### config.mk
export PLATFORM = sky130hd
export DESIGN_NAME = counter_controller
export DESIGN_NICKNAME = d
export VERILOG_FILES = /design/src/rtl/counter_controller.sv
export SDC_FILE = /design/constraint.sdc
export NUM_CORES = 1
export LEC_CHECK = 0
export CAP_MARGIN = 20
export CORE_AREA = 2 2 39 41
export DETAILED_ROUTE_END_ITERATION = 7
export DIE_AREA = 0 0 41 43
export SLEW_MARGIN = 10
export SYNTH_ARGS = -nofsm -noshare
export SYNTH_HDL_FRONTEND = slang
export SYNTH_SLANG_ARGS = --single-unit
### constraint.sdc
create_clock -name clk -period 0.8 [get_ports clk]
set_clock_uncertainty 0.05 [all_clocks]
set_input_delay 0.24 -clock clk [delete_from_list [all_inputs] [get_ports clk]]
set_output_delay 0.24 -clock clk [all_outputs]
set_load 0.1 [all_outputs]
### src/rtl/counter_controller.sv
// rtl/counter_controller.sv - run/stop/clear/direction control unit for the 0-9999 counter
//
// Converts single-cycle command pulses into steady control levels for the
// counter datapath. Each command input is edge-detected, so a held input
// acts once. Build option COUNTER_CTRL_SYNC_EN adds a 2-flop synchronizer
// in front of each edge detector (latency 3 cycles instead of 1).
//
// Ports:
//   clk       system clock, rising edge
//   rst       synchronous active-high reset
//   enable    run/stop command, each rising edge toggles RUN/STOP
//   clear     clear command, each rising edge requests a counter clear
//   mode      direction command, each rising edge toggles direction
//   o_enable  high while in RUN (counter run gate)
//   o_clear   one-cycle clear strobe to the counter
//   o_mode    count direction, 0 = up, 1 = down

module counter_controller (
    input  logic clk,
    input  logic rst,
    input  logic enable,
    input  logic clear,
    input  logic mode,
    output logic o_enable,
    output logic o_clear,
    output logic o_mode
);

    typedef enum logic [1:0] {
        ST_STOP  = 2'b00,
        ST_RUN   = 2'b01,
        ST_CLEAR = 2'b10
    } state_t;

    state_t state;
    state_t state_next;

    logic enable_s;
    logic clear_s;
    logic mode_s;

`ifdef COUNTER_CTRL_SYNC_EN
    logic [1:0] enable_sync;
    logic [1:0] clear_sync;
    logic [1:0] mode_sync;

    always_ff @(posedge clk) begin
        if (rst) begin
            enable_sync <= 2'b00;
            clear_sync  <= 2'b00;
            mode_sync   <= 2'b00;
        end else begin
            enable_sync <= {enable_sync[0], enable};
            clear_sync  <= {clear_sync[0], clear};
            mode_sync   <= {mode_sync[0], mode};
        end
    end

    assign enable_s = enable_sync[1];
    assign clear_s  = clear_sync[1];
    assign mode_s   = mode_sync[1];
`else
    assign enable_s = enable;
    assign clear_s  = clear;
    assign mode_s   = mode;
`endif

    // Delay registers reset to 0, so an input already high when reset
    // releases is seen as one fresh edge on the first active cycle.
    logic enable_d;
    logic clear_d;
    logic mode_d;

    always_ff @(posedge clk) begin
        if (rst) begin
            enable_d <= 1'b0;
            clear_d  <= 1'b0;
            mode_d   <= 1'b0;
        end else begin
            enable_d <= enable_s;
            clear_d  <= clear_s;
            mode_d   <= mode_s;
        end
    end

    logic enable_edge;
    logic clear_edge;
    logic mode_edge;

    assign enable_edge = enable_s & ~enable_d;
    assign clear_edge  = clear_s  & ~clear_d;
    assign mode_edge   = mode_s   & ~mode_d;

    // Direction flag is independent of the FSM: it toggles in every state,
    // including CLEAR, and a clear does not touch it.
    logic mode_flag;

    always_ff @(posedge clk) begin
        if (rst) begin
            mode_flag <= 1'b0;
        end else if (mode_edge) begin
            mode_flag <= ~mode_flag;
        end
    end

    always_ff @(posedge clk) begin
        if (rst) begin
            state <= ST_STOP;
        end else begin
            state <= state_next;
        end
    end

    // Clear wins over enable; enable edges seen while in CLEAR are dropped.
    always_comb begin
        state_next = ST_STOP;
        case (state)
            ST_STOP: begin
                if (clear_edge) begin
                    state_next = ST_CLEAR;
                end else if (enable_edge) begin
                    state_next = ST_RUN;
                end else begin
                    state_next = ST_STOP;
                end
            end
            ST_RUN: begin
                if (clear_edge) begin
                    state_next = ST_CLEAR;
                end else if (enable_edge) begin
                    state_next = ST_STOP;
                end else begin
                    state_next = ST_RUN;
                end
            end
            ST_CLEAR: state_next = ST_STOP;
            default:  state_next = ST_STOP;
        endcase
    end

    // Moore decode from registered state only.
    assign o_enable = (state == ST_RUN);
    assign o_clear  = (state == ST_CLEAR);
    assign o_mode   = mode_flag;

endmodule

**Routed clock nets over the placement**

Bar = 10 um.
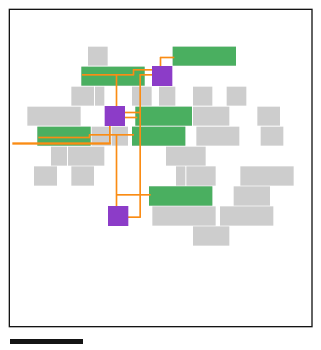
[purple] clock drivers | count: 3
[green] flip-flops | count: 6
[orange] clock wires | length: 97.0 um
routed clock nets	4
Insertion Delay late pin: 0.24 ns
Clock Power Share: 31.7%
Clock Power: 0.000273 W

**Supply network**

Pins as bars on the die edge. Tap cells in grey.
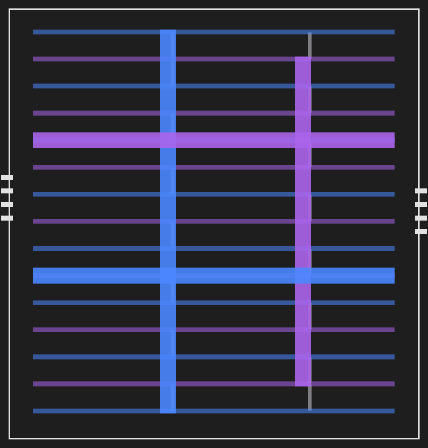
colour	net
blue	VSS
purple	VDD
signal pins	8
rows	14
met1 rails	15
met4 straps	2
Die H: 43 um
Worst VDD drop: 1120 uV
core area: 1380 um2
Die Width: 41 um

**Placed cells, one colour a class**

Bar = 10 um.
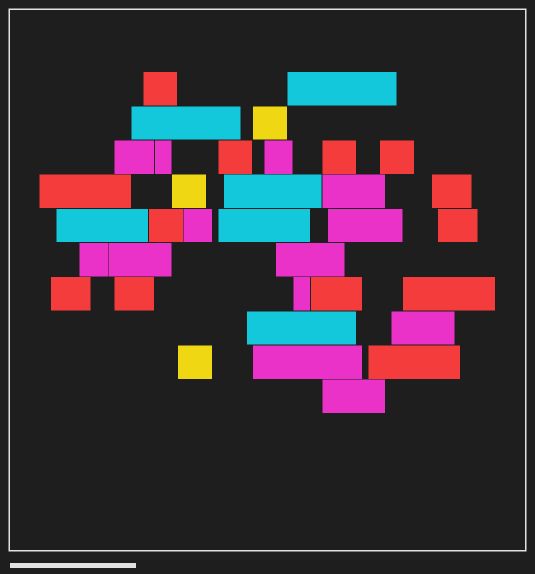
colour	class	cells	share of their area
magenta	combinational and other logic	13	33%
cyan	flops	6	30%
red	other buffers and delay cells	13	32%
yellow	clock drivers	3	5.1%

==> flow_summary_export.csv <==
group,metric,value,unit
timing,fmax,0.816,GHz
timing,holdWs,0.313,ns
setup_path,worstPathArrival,0.94,ns
setup_path,cp-end-kind,"primary output",
power_and_ir_drop,fin_total_pwr,0.000860,W
timing,slew_headroom,82.1,%
placement,pre_cts_ws,-0.513,ns
logic_synthesis,flop_cell,"dfxtp_1",
layout,num-clock-buffers,3,
clock_network,cts_tree,"built",
layout,final_core_util,33.5,%
power_and_ir_drop,p_int,0.000609,W
setup_path,start_kind,"flip-flop",
timing,final_hold_viol_count,0,
drt,wl_met3,48,um
logic_synthesis,logic_family,"simple AND/OR/NAND/NOR gates",
floorplan,dieArea,1760,um2
layout,buf_share,31.0,%
drt,drc,0,
timing,worst_slack,-0.426,ns
placement,hpwl,307,um
logic_synthesis,yosysUniqueCellTypes,8,
drt,wl_per_cell,8.82,um
logic_synthesis,ys_sh_adder,0,%
layout,inverters_excl_clock,1,
power_and_ir_drop,combPwrFrac,28.7,%
outcome,status,"complete, but fails checks",
power_and_ir_drop,pwr-share-seq,39.6,%
setup_path,slowest_stage,"dfxtp_4",
drt,drt_iter0_drc,0,
layout,lay_top_cells,"buf_4, nor2b_4, dlygate4sd2_1",
logic_synthesis,synth_chip_area,220,um2
clock_network,cts-root-buf,"clkbuf_4",
logic_synthesis,edf_count,0,
drt,wl_met1,191,um
logic_synthesis,ys_async_sr_fraction,0,%
layout,clock_area_share,4.85,%
global_route,grt_pass1_wl,752,um
power_and_ir_drop,power.share.switching,29.1,%
setup_path,rr_endpoint,"state[0]",
logic_synthesis,ys_warn_count,0,
layout,dominant_cells,"buffers",
clock_network,cts.hold.buffers_added,0,
layout,num-nonclk-buffers,13,
global_route,met1_usage,8.12,%
setup_path,worst_r2r_path_depth,3,
placement,io_buffers,7,
drt,wl_met2,211,um
hold_path,min_path_cells,2,
logic_synthesis,synth_nets,24,
timing,rsz0062_at_grt,"true",
clock_network,postCtsSetupRepairBufs,0,
placement,gp_congestion,0.615,
run,tool_warnings,29,
timing,setup_violations,6,
logic_synthesis,ys_seq_share,54.5,%
timing,finalClockPeriodUsage,153,%
logic_synthesis,mux_share,0,%
timing,maxSlewViolCount,0,
logic_synthesis,aoi_share,6.82,%
clock_network,clock_sinks,6,
logic_synthesis,ys_cells,19,
outcome,violations,"negative setup slack",
logic_synthesis,synth.largest_area_cell,"dfxtp_1",
setup_path,critPathMaxFanout,3,
global_route,grt_pass1_vias,196,
clock_network,htree_levels,1,
clock_network,ctsLongestPathBuffers,2,
hold_path,holdCritPathClass,"input pin to flip-flop",
layout,final-seq-area,133,um2
global_route,track_usage,6.55,%
global_route,grt_use_met3,2.09,%
power_and_ir_drop,power.density,1850,nW/um2
global_route,overflow,0,
layout,fin_cells,51,
layout,mostFrequentLayoutCell,"buf_4",
power_and_ir_drop,p_leak,0.196,nW
logic_synthesis,xor_share,7.95,%
layout,design.seq.count,6,
Power and IR drop assume default switching activity.
